==> run_1/final_clocks.png <==
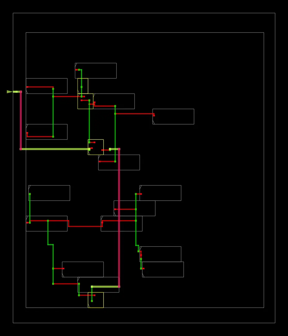
==> run_1/metal_stack.png <==
Scale bar: 10 um. Only two layers are drawn.
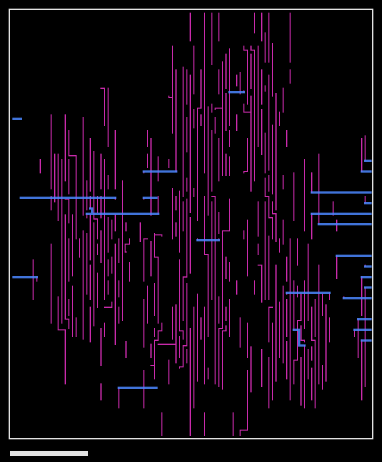
==> run_1/registers.png <==
Scale bar: 10 um.
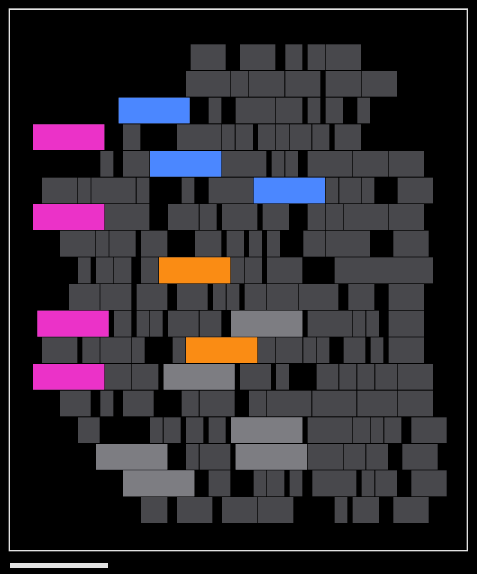
### config.mk
export PLATFORM = sky130hd
export DESIGN_NAME = round_referee_flat
export DESIGN_NICKNAME = d
export VERILOG_FILES = /design/src/rtl/round_referee_if.sv /design/src/rtl/round_referee.sv /design/src/flat_wrapper.sv
export SDC_FILE = /design/constraint.sdc
export NUM_CORES = 1
export LEC_CHECK = 0
export ABC_AREA = 0
export CAP_MARGIN = 15
export CORE_ASPECT_RATIO = 1.2
export CORE_MARGIN = 2
export CORE_UTILIZATION = 52
export CTS_CLUSTER_DIAMETER = 200
export DETAILED_ROUTE_END_ITERATION = 10
export PLACE_DENSITY = 0.94
export SKIP_CTS_REPAIR_TIMING = 1
export SLEW_MARGIN = 5
export SYNTH_ARGS = -nofsm -noshare
export SYNTH_HDL_FRONTEND = slang
export SYNTH_SLANG_ARGS = --single-unit
export TNS_END_PERCENT = 5
### constraint.sdc
create_clock -name clk -period 5 [get_ports clk]
set_input_delay 1.5 -clock clk [delete_from_list [all_inputs] [get_ports clk]]
set_output_delay 1.5 -clock clk [all_outputs]
set_load 0.05 [all_outputs]
### src/rtl/round_referee_if.sv
// round_referee_if: key/end-light inputs and score/display outputs of the round referee
interface round_referee_if;
    logic       L;
    logic       R;
    logic       leftEnd;
    logic       rightEnd;
    logic       resetround;
    logic [2:0] leftScore;
    logic [2:0] rightScore;
    logic [1:0] winner;
    logic [6:0] hexLeft;
    logic [6:0] hexRight;
    modport master (
        output L, R, leftEnd, rightEnd,
        input  resetround, leftScore, rightScore, winner, hexLeft, hexRight
    );
    modport slave (
        input  L, R, leftEnd, rightEnd,
        output resetround, leftScore, rightScore, winner, hexLeft, hexRight
    );
endinterface

### src/rtl/round_referee.sv
// round_referee: scores tug-of-war points, re-centres the field and declares the match winner
module round_referee #(
    parameter int MAX_SCORE   = 7,
    parameter int HOLD_CYCLES = 4
) (
    input logic          clk,
    input logic          reset,
    round_referee_if.slave bus
);
    typedef enum logic [1:0] {PLAY, HOLD, GAMEOVER} state_t;
    state_t     state, state_n;
    logic [2:0] ls, ls_n, rs, rs_n;
    logic [1:0] win, win_n;
    logic       rr, rr_n;
    logic [3:0] cnt, cnt_n;
    logic       lp, rp, last_pt;
    // Both end lights lit is an illegal field and never scores
    assign lp = bus.leftEnd & ~bus.rightEnd & bus.L & ~bus.R;
    assign rp = bus.rightEnd & ~bus.leftEnd & bus.R & ~bus.L;
    assign last_pt = (lp && ls == 3'(MAX_SCORE - 1)) || (rp && rs == 3'(MAX_SCORE - 1));
    always_comb begin
        state_n = state;
        ls_n    = ls;
        rs_n    = rs;
        win_n   = win;
        rr_n    = rr;
        cnt_n   = cnt;
        case (state)
            PLAY: if (lp || rp) begin
                ls_n    = lp ? ls + 3'd1 : ls;
                rs_n    = rp ? rs + 3'd1 : rs;
                rr_n    = 1'b1;
                state_n = last_pt ? GAMEOVER : HOLD;
                win_n   = last_pt ? (lp ? 2'b01 : 2'b10) : win;
                cnt_n   = last_pt ? cnt : 4'(HOLD_CYCLES - 1);
            end
            HOLD: begin
                state_n = (cnt == 4'd0) ? PLAY : HOLD;
                rr_n    = (cnt != 4'd0);
                cnt_n   = (cnt == 4'd0) ? cnt : cnt - 4'd1;
            end
            GAMEOVER: rr_n = 1'b1;
            default: state_n = PLAY;
        endcase
    end
    always_ff @(posedge clk) begin
        if (reset) begin
            state <= PLAY;
            ls    <= 3'd0;
            rs    <= 3'd0;
            win   <= 2'b00;
            rr    <= 1'b0;
            cnt   <= 4'd0;
        end else begin
            state <= state_n;
            ls    <= ls_n;
            rs    <= rs_n;
            win   <= win_n;
            rr    <= rr_n;
            cnt   <= cnt_n;
        end
    end
    function automatic logic [6:0] seg(input logic [2:0] d);
        case (d)
            3'd0:    seg = 7'b1000000;
            3'd1:    seg = 7'b1111001;
            3'd2:    seg = 7'b0100100;
            3'd3:    seg = 7'b0110000;
            3'd4:    seg = 7'b0011001;
            3'd5:    seg = 7'b0010010;
            3'd6:    seg = 7'b0000010;
            default: seg = 7'b1111000;
        endcase
    endfunction
    assign bus.resetround = rr;
    assign bus.leftScore  = ls;
    assign bus.rightScore = rs;
    assign bus.winner     = win;
    assign bus.hexLeft    = seg(ls);
    assign bus.hexRight   = seg(rs);
endmodule

### src/flat_wrapper.sv
// flat-port wrapper written by rule: the top's interface ports become plain ports
module round_referee_flat 
#(
    parameter int MAX_SCORE   = 7,
    parameter int HOLD_CYCLES = 4
)
  (clk, reset, bus_L, bus_R, bus_leftEnd, bus_rightEnd, bus_resetround, bus_leftScore, bus_rightScore, bus_winner, bus_hexLeft, bus_hexRight);
  round_referee_if bus_i ();
  input logic clk;
  input logic reset;
  input wire logic [$bits(bus_i.L)-1:0] bus_L;
  input wire logic [$bits(bus_i.R)-1:0] bus_R;
  input wire logic [$bits(bus_i.leftEnd)-1:0] bus_leftEnd;
  input wire logic [$bits(bus_i.rightEnd)-1:0] bus_rightEnd;
  output wire logic [$bits(bus_i.resetround)-1:0] bus_resetround;
  output wire logic [$bits(bus_i.leftScore)-1:0] bus_leftScore;
  output wire logic [$bits(bus_i.rightScore)-1:0] bus_rightScore;
  output wire logic [$bits(bus_i.winner)-1:0] bus_winner;
  output wire logic [$bits(bus_i.hexLeft)-1:0] bus_hexLeft;
  output wire logic [$bits(bus_i.hexRight)-1:0] bus_hexRight;
  assign bus_i.L = bus_L;
  assign bus_i.R = bus_R;
  assign bus_i.leftEnd = bus_leftEnd;
  assign bus_i.rightEnd = bus_rightEnd;
  assign bus_resetround = bus_i.resetround;
  assign bus_leftScore = bus_i.leftScore;
  assign bus_rightScore = bus_i.rightScore;
  assign bus_winner = bus_i.winner;
  assign bus_hexLeft = bus_i.hexLeft;
  assign bus_hexRight = bus_i.hexRight;
  round_referee #(.MAX_SCORE(MAX_SCORE), .HOLD_CYCLES(HOLD_CYCLES)) u_core (.clk(clk), .reset(reset), .bus(bus_i));
endmodule
==> impl_metrics.toml, run 1 <==
# flow metrics
[outcome]
result_of_the_run = "completed"

[logic_synthesis]
netlist.top_cell.by_area = "sky130_fd_sc_hd__dfxtp_1"
enable_flop_cells = 0
seq_area_frac_synth_pct = 26.5
dominant_combinational_cell_family_by_area_after_synthesis = "simple AND/OR/NAND/NOR gates"
ys_chip_area_sq_um = 1130
post_synth_num_cell_types = 40
synth-async-reset-ratio_pct = 0
post_synth_fa_ha_maj_area_fraction_pct = 13.2
synth.yosys.num_cells = 141
ys.flops = 15
number_of_nets_produced_by_synthesis = 159
yosysMostFrequentCell = "sky130_fd_sc_hd__nor2_1"
synthesis.instances = 141
post_synth_main_area_contributors = "sky130_fd_sc_hd__dfxtp_1, sky130_fd_sc_hd__ha_1, sky130_fd_sc_hd__nor2_1, sky130_fd_sc_hd__nor3_1, sky130_fd_sc_hd__a21oi_1"
yosys-mux-area-fraction_pct = 1.99
synth_area_per_cell_sq_um = 8.04
synth.yosys.warnings = 0
xor_share_pct = 1.55
simple_gate_share_pct = 27.7

[cts]
clock-root-buffer = "sky130_fd_sc_hd__clkbuf_4"
number_of_buffers_inserted_during_clock_tree_synthesis = 3
number_of_buffers_between_clock_root_and_the_deepest_sink = 2
clock_tree.htree_level_count = 1
tritoncts = "built"
clk_pin_slew_ns = 0.09

[timing]
fin_worst_skew_ns = 0.00463
final_min_period_over_clock_period_pct = 84.3
slew_margin_rel_pct = 62.4
final_max_slew_viol_count = 0
finalHoldViolations = 0
setup_violations = 0
setup_tns_ns = 0
final_period_minus_worst_setup_slack_ns = 4.21
maxClockFrequency_mhz = 237

[floorplanning]
ioPinCount = 29
die-height_um = 55.1
floorplan.core_area_sq_um = 2070
dieArea_sq_um = 2570
die-width_um = 46.6
fp-row-count = 18
floorplan.core_util_pct = 54.7

[routing]
num_vias = 1153
drc_errors = 0
detail_route.first_pass.iterations = 4
routedWlPerCell_um = 13.2

[grt]
grt_max_degree = 17
grt_antenna_before_repair = 0
gr_usage_total_pct = 23.3
globalRouteOverflowTotal = 0
grt_pass1_wl_um = 4330

[worst_hold_path]
hold_worst_path_end = "u_core.bus.resetround"
holdPathStages = 2
min_delay_startpoint = "u_core.bus.resetround"
min-delay-path-class = "flip-flop to flip-flop"

[placement]
place.detailed.instances = 195
placedInstanceArea_sq_um = 1430
globalplace.congestion = 0.817
numPortBuffers = 28

[flow_run]
stage_log_warnings = 33

[critical_path]
worst_ep_arrival_time_ns = 2.71
worst_path_max_delay_cell = "sky130_fd_sc_hd__clkdlybuf4s50_1"
crit_path_end_kind = "output pin"
setup_slack_of_the_most_critical_reg_to_reg_path_ns = 3.28
critical_path_max_stage_delay_ns = 0.83
critical_path.reg2reg.startpoint = "u_core.bus.leftScore[0]"
critical_path_class = "flip-flop to output pin"
cp_cell_sequence = "inv_1 > ha_1 > or3_1 > nor2_1 > nor3_1 > a31oi_1 > clkdlybuf4s50_1"
startpoint_type = "flip-flop"
crit_path_max_fanout = 6
worstReg2RegEnd = "u_core.cnt[2]"
worst_ep_required_time_ns = 3.50
worstRegToRegCells = 5

[power]
power-per-cell-area_nw_per_um2 = 202
leakage_power_figure_nw = 0.545
worst_ir_drop_vdd_mv = 0.161

[final_layout]
tally_of_filler_cells_in_the_layout = 187
area_delta_synth_final_pct = 28.5
num_antenna_cells = 0
drive_above_1_share_pct = 7.10
layoutNonFillerInstCount = 199
cell_area_after_layout_sq_um = 1460
-- final_clocks.png (at the start) --
number of sequential storage elements: 15
clk sink count: 15
clock insertion delay at the later pin of the skew report: 0.29 ns
count of clock-net buffers in the final layout: 3

-- metal_stack.png (at the start) --
met2 -> magenta  # wire length 1450 um
met3 -> blue  # wire length 89.9 um

-- registers.png (at the start) --
`u_core.cnt` -> magenta  # placed flops 4, where middle left
`u_core.state` -> orange  # placed flops 2
`u_core.bus.leftScore` -> blue  # placed flops 3
not coloured = 6
Final Core Density: 70.3%
sequential cell area: 300 sq um
sequential power: 129 uW
sequential share of cell area: 20.6%

run 1: worst max-delay path, delay by kind of cell (launching register included):
family,cells,cell delay [ns]
compound gates,1,0.18
fa+ha+maj,1,0.26
buf+inv,2,0.93
flops,1,0.46
simple gates,3,0.59
run 1: sequential cells by signal (all words and copies together) (netlist names):
name and count:
u_core.state 2, u_core.bus.winner 2, u_core.bus.rightScore 3, u_core.bus.leftScore 3, u_core.bus.resetround 1, u_core.cnt 4
run 1: where the power goes:
part,switching (mW),internal [mW]
Clock,0.0411,0.0298
Combinational,0.0586,0.0356
Sequential,0.00553,0.124
run 1: cells in the final DEF, fill, tap and decap left out, types with 2 or more instances in the layout:
cell / count
sky130_fd_sc_hd__nor2_1: 22
sky130_fd_sc_hd__and4bb_2: 2
sky130_fd_sc_hd__a211oi_1: 2
sky130_fd_sc_hd__o21a_1: 3
sky130_fd_sc_hd__a31oi_1: 4
sky130_fd_sc_hd__dfxtp_1: 15
sky130_fd_sc_hd__clkbuf_4: 3
sky130_fd_sc_hd__nand2_1: 5
sky130_fd_sc_hd__nor2b_1: 5
sky130_fd_sc_hd__xnor2_1: 2
sky130_fd_sc_hd__o21ai_0: 7
sky130_fd_sc_hd__clkdlybuf4s50_1: 28
sky130_fd_sc_hd__inv_1: 11
sky130_fd_sc_hd__a21oi_1: 10
sky130_fd_sc_hd__a311oi_1: 2
sky130_fd_sc_hd__mux2_2: 2
sky130_fd_sc_hd__nor3_1: 11
sky130_fd_sc_hd__ha_1: 12
run 1: stage by stage:
| step | power [mW] | worst slack, ns | hold WS (ns) | utilization, % |
|---|---|---|---|---|
| 3_3_place_gp | 0.222 | 1.28 | 0.474 | 69.0 |
| 5_1_grt | 0.309 | 0.686 | 0.522 | 70.3 |
| 6_report | 0.294 | 0.787 | 0.478 | 70.3 |
| 4_1_cts | 0.296 | 0.785 | 0.488 | 70.3 |
| 3_5_place_dp | 0.226 | 1.12 | 0.472 | 69.0 |
| 2_1_floorplan | 0.196 | 1.06 | 0.484 | - |
run 1: final cells by class:
cell class / instances / area [sq um] / area share [%]
multi-input cells: 111 / 769 / 52.8
flip-flops and latches: 15 / 300 / 20.6
repair buffers: 28 / 280 / 19.2
inverters: 11 / 41.3 / 2.84
well taps: 30 / 37.5 / 2.58
clock buffers: 3 / 22.5 / 1.55
clock inverters: 1 / 5.00 / 0.344
run 1: metal layers:
layer	global-route usage (%)	part of all wire, %	up-vias
met3	2.92	3.4	4
met2	45.8	55	31
met1	24.2	40	552
li1	-	-	566
met5	0	0	-
met4	9.26	1.3	0
run 1: how the worst max path moves through the flow:
| stage | startpoint | depth (start not counted) | end | slack [ns] |
|---|---|---|---|---|
| after floorplan | u_core.bus.rightScore[0] | 6 | bus_hexRight[4] | 1.06 |
| after global placement | u_core.bus.rightScore[0] | 7 | bus_hexRight[4] | 1.28 |
| after detailed placement | u_core.bus.rightScore[0] | 7 | bus_hexRight[4] | 1.12 |
| after CTS | u_core.bus.rightScore[0] | 7 | bus_hexRight[4] | 0.78 |
| after global routing | u_core.bus.rightScore[0] | 7 | bus_hexRight[4] | 0.69 |
| final | u_core.bus.rightScore[0] | 7 | bus_hexRight[4] | 0.79 |
==> run_1/cell_classes.png <==
Fill, decap, tap and diode cells in grey.
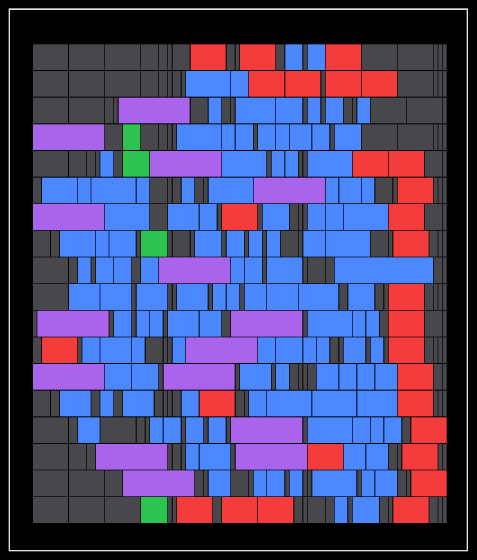

==> run 2: changes to the inputs <==
--- a/config.mk
+++ b/config.mk
@@ -9,10 +9,10 @@
 export CAP_MARGIN = 15
 export CORE_ASPECT_RATIO = 1.2
 export CORE_MARGIN = 2
-export CORE_UTILIZATION = 52
+export CORE_UTILIZATION = 48
 export CTS_CLUSTER_DIAMETER = 200
 export DETAILED_ROUTE_END_ITERATION = 10
-export PLACE_DENSITY = 0.94
+export PLACE_DENSITY = 0.89
 export SKIP_CTS_REPAIR_TIMING = 1
 export SLEW_MARGIN = 5
 export SYNTH_ARGS = -nofsm -noshare
==> constraint.sdc (replaced) <==
create_clock -name clk -period 4.4 [get_ports clk]
set_input_delay 1.32 -clock clk [delete_from_list [all_inputs] [get_ports clk]]
set_output_delay 1.32 -clock clk [all_outputs]
set_load 0.05 [all_outputs]
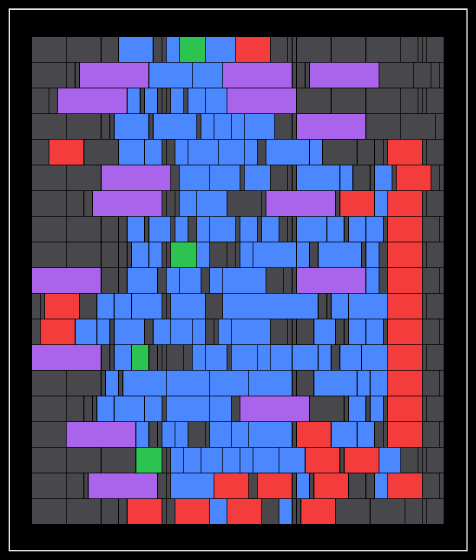
(run_2/cell_classes.png)
Fill, decap, tap and diode cells in grey.
other buffers and delay cells -> red  # cells 28, share of their area 20%
clock drivers and dummy loads -> green  # cells 4, share of their area 1.9%
all other logic -> blue  # cells 122, share of their area 57%
flip-flops -> purple  # cells 15, share of their area 21%

==> run 2 against run 1 <==
  * Wire length increased by 1.3%
  * Flip-flop count unchanged
  * Worst hold slack improved by 0.022 ns
  * First-iteration DRC count increased by 150%
  * Combinational power increased by about 10%
  * Sequential share of layout area about the same
  * Global-route usage decreased by 3.6 points
  * Critical path depth unchanged
  * Register-to-register slack got worse by 0.60 ns
  * Critical path type unchanged
  * Critical endpoint unchanged
  * Largest power group unchanged
==> impl_metrics.toml, run 2 <==
# flow metrics
[final_layout]
layout_top_cell_excl_fill_tap = "sky130_fd_sc_hd__clkdlybuf4s50_1"
num_antenna_cells = 0
final_nets = 188
largest_register_ffs = 4
layout_top_cells_excl_fill_tap = "sky130_fd_sc_hd__clkdlybuf4s50_1, sky130_fd_sc_hd__nor2_1, sky130_fd_sc_hd__dfxtp_1, sky130_fd_sc_hd__ha_1"
cell_area_after_layout_sq_um = 1460
area_delta_synth_final_pct = 28.6
drive_above_1_share_pct = 7.10

[cts]
tritoncts = "built"
clock_tree.htree_level_count = 1
number_of_buffers_inserted_during_clock_tree_synthesis = 3
clk-insertion-delay-late_ns = 0.30
clk_pin_slew_ns = 0.09
clock-root-buffer = "sky130_fd_sc_hd__clkbuf_4"
clk_sink_count = 15
number_of_buffers_between_clock_root_and_the_deepest_sink = 2

[grt]
grt_antenna_before_repair = 0
grt_max_degree = 17
globalRouteOverflowTotal = 0
grt_pass1_wl_um = 4300

[worst_hold_path]
min-delay-path-class = "flip-flop to flip-flop"

[floorplanning]
die-height_um = 57.2
ioPinCount = 29
floorplan.core_util_pct = 50.2
die-width_um = 48.4
dieArea_sq_um = 2770
floorplan.core_area_sq_um = 2260
fp-row-count = 19

[timing]
setup_tns_ns = 0
setup_violations = 0
worst_slack_on_hold_paths_ns = 0.501
slew_margin_rel_pct = 61.8
fin_worst_skew_ns = 0.00125
final_min_period_over_clock_period_pct = 89.6
finalHoldViolations = 0
final_max_slew_viol_count = 0
final_period_minus_worst_setup_slack_ns = 3.94

[logic_synthesis]
synth-async-reset-ratio_pct = 0
synth.yosys.num_cells = 141
yosysMostFrequentCell = "sky130_fd_sc_hd__nor2_1"
synth_area_per_cell_sq_um = 8.04
post_synth_num_cell_types = 40
enable_flop_cells = 0
ys_chip_area_sq_um = 1130
ys.flops = 15
seq_area_frac_synth_pct = 26.5
netlist.top_cell.by_area = "sky130_fd_sc_hd__dfxtp_1"
synth.yosys.warnings = 0
number_of_nets_produced_by_synthesis = 159
yosys.area.top_type_share_pct = 26.5
synthesis.instances = 141
post_synth_main_area_contributors = "sky130_fd_sc_hd__dfxtp_1, sky130_fd_sc_hd__ha_1, sky130_fd_sc_hd__nor2_1, sky130_fd_sc_hd__nor3_1, sky130_fd_sc_hd__a21oi_1"

[power]
total_power_uw = 338
worst_ir_drop_vdd_mv = 0.192

[placement]
placedInstanceArea_sq_um = 1430
numPortBuffers = 28

[critical_path]
critical_path_class = "flip-flop to output pin"
crit_path_end_kind = "output pin"
worst_ep_arrival_time_ns = 2.62
startpoint_type = "flip-flop"
crit_path_max_fanout = 6

[routing]
routedWlPerCell_um = 13.3
drc_errors = 0
detail_route.first_pass.iterations = 4

[outcome]
result_of_the_run = "completed"
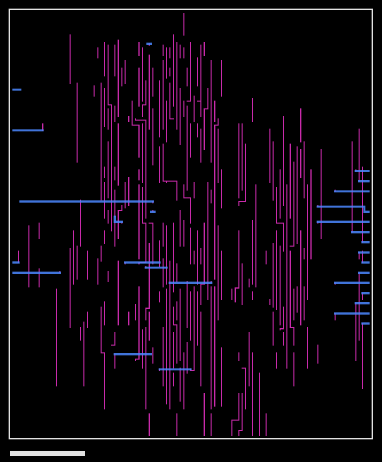
(run_2/metal_stack.png)
Scale bar: 10 um. Only two layers are drawn.
met3 -> blue  # wire length 93.8 um
met2 -> magenta  # wire length 1320 um
overall routed net length: 2670 um
gr usage total: 19.6%
vias after detailed routing: 1115

-- run 2: cell counts after synthesis --
Identical to the previous run, type by type.
-- run 2: path summary, 6_finish.rpt --
check | startpoint | to | slack [ns] | cells after the start
worst min-delay path | u_core.bus.resetround | u_core.bus.resetround | 0.50 | 2
worst min register to register | u_core.bus.resetround | u_core.bus.resetround | 0.50 | 2
worst max-delay path | u_core.bus.rightScore[0] | bus_hexRight[4] | 0.46 | 7
worst max register to register | u_core.bus.leftScore[0] | u_core.cnt[3] | 2.68 | 5
-- run 2: kinds of logic after synthesis --
group           count (synthesis)  synth area share [%]
xor+xnor                        2                  1.55
simple gates                   55                  27.7
flops                          15                  26.5
compound gates                 40                  23.4
fa+ha+maj                      12                  13.2
mux                             2                  1.99
buf+inv                        15                  5.63
-- run 2: critical path: stages (launching register included) --
cell                              delay, ns
sky130_fd_sc_hd__dfxtp_1               0.45
sky130_fd_sc_hd__inv_1                 0.10
sky130_fd_sc_hd__ha_1                  0.26
sky130_fd_sc_hd__or3_1                 0.40
sky130_fd_sc_hd__nor2_1                0.10
sky130_fd_sc_hd__nor3_1                0.05
sky130_fd_sc_hd__a31oi_1               0.15
sky130_fd_sc_hd__clkdlybuf4s50_1       0.82
-- run 2: final cells by class --
type	instances	area [sq um]	share of cell area, %
well taps	31	38.8	2.66
flip-flops and latches	15	300	20.6
clock buffers	3	22.5	1.55
multi-input cells	111	769	52.8
clock inverters	1	5.00	0.343
inverters	11	41.3	2.83
repair buffers	28	280	19.2
-- run 2: metrics by stage --
| stage | setup WS [ns] | std cells | util (%) |
|---|---|---|---|
| global route | 0.311 | 200 | 64.5 |
| floorplan | 0.636 | 141 | - |
| CTS | 0.436 | 200 | 64.5 |
| global placement | 0.860 | 196 | 63.3 |
| detailed placement | 0.784 | 196 | 63.3 |
| finish | 0.456 | 200 | 64.5 |
-- run 2: per-layer routing --
metal / wire, um / part of all wire [%] / GRT usage (%) / vias to the layer above
met2: 1320 / 50 / 37.3 / 32
li1: - / - / - / 567
met3: 93 / 3.5 / 2.09 / 5
met5: 0 / 0 / 0 / -
met1: 1200 / 45 / 21.5 / 511
met4: 56 / 2.1 / 10.2 / 0
-- run 2: report_power, final --
| group | leakage [nW] | internal [mW] | total [mW] | switching [mW] |
|---|---|---|---|---|
| Clock | 0.0177 | 0.0340 | 0.0847 | 0.0507 |
| Sequential | 0.122 | 0.141 | 0.147 | 0.00650 |
| Combinational | 0.405 | 0.0405 | 0.106 | 0.0659 |
| Total | 0.545 | 0.215 | 0.338 | 0.123 |
Power figures rest on the tool's default switching activity, not on a simulated workload.
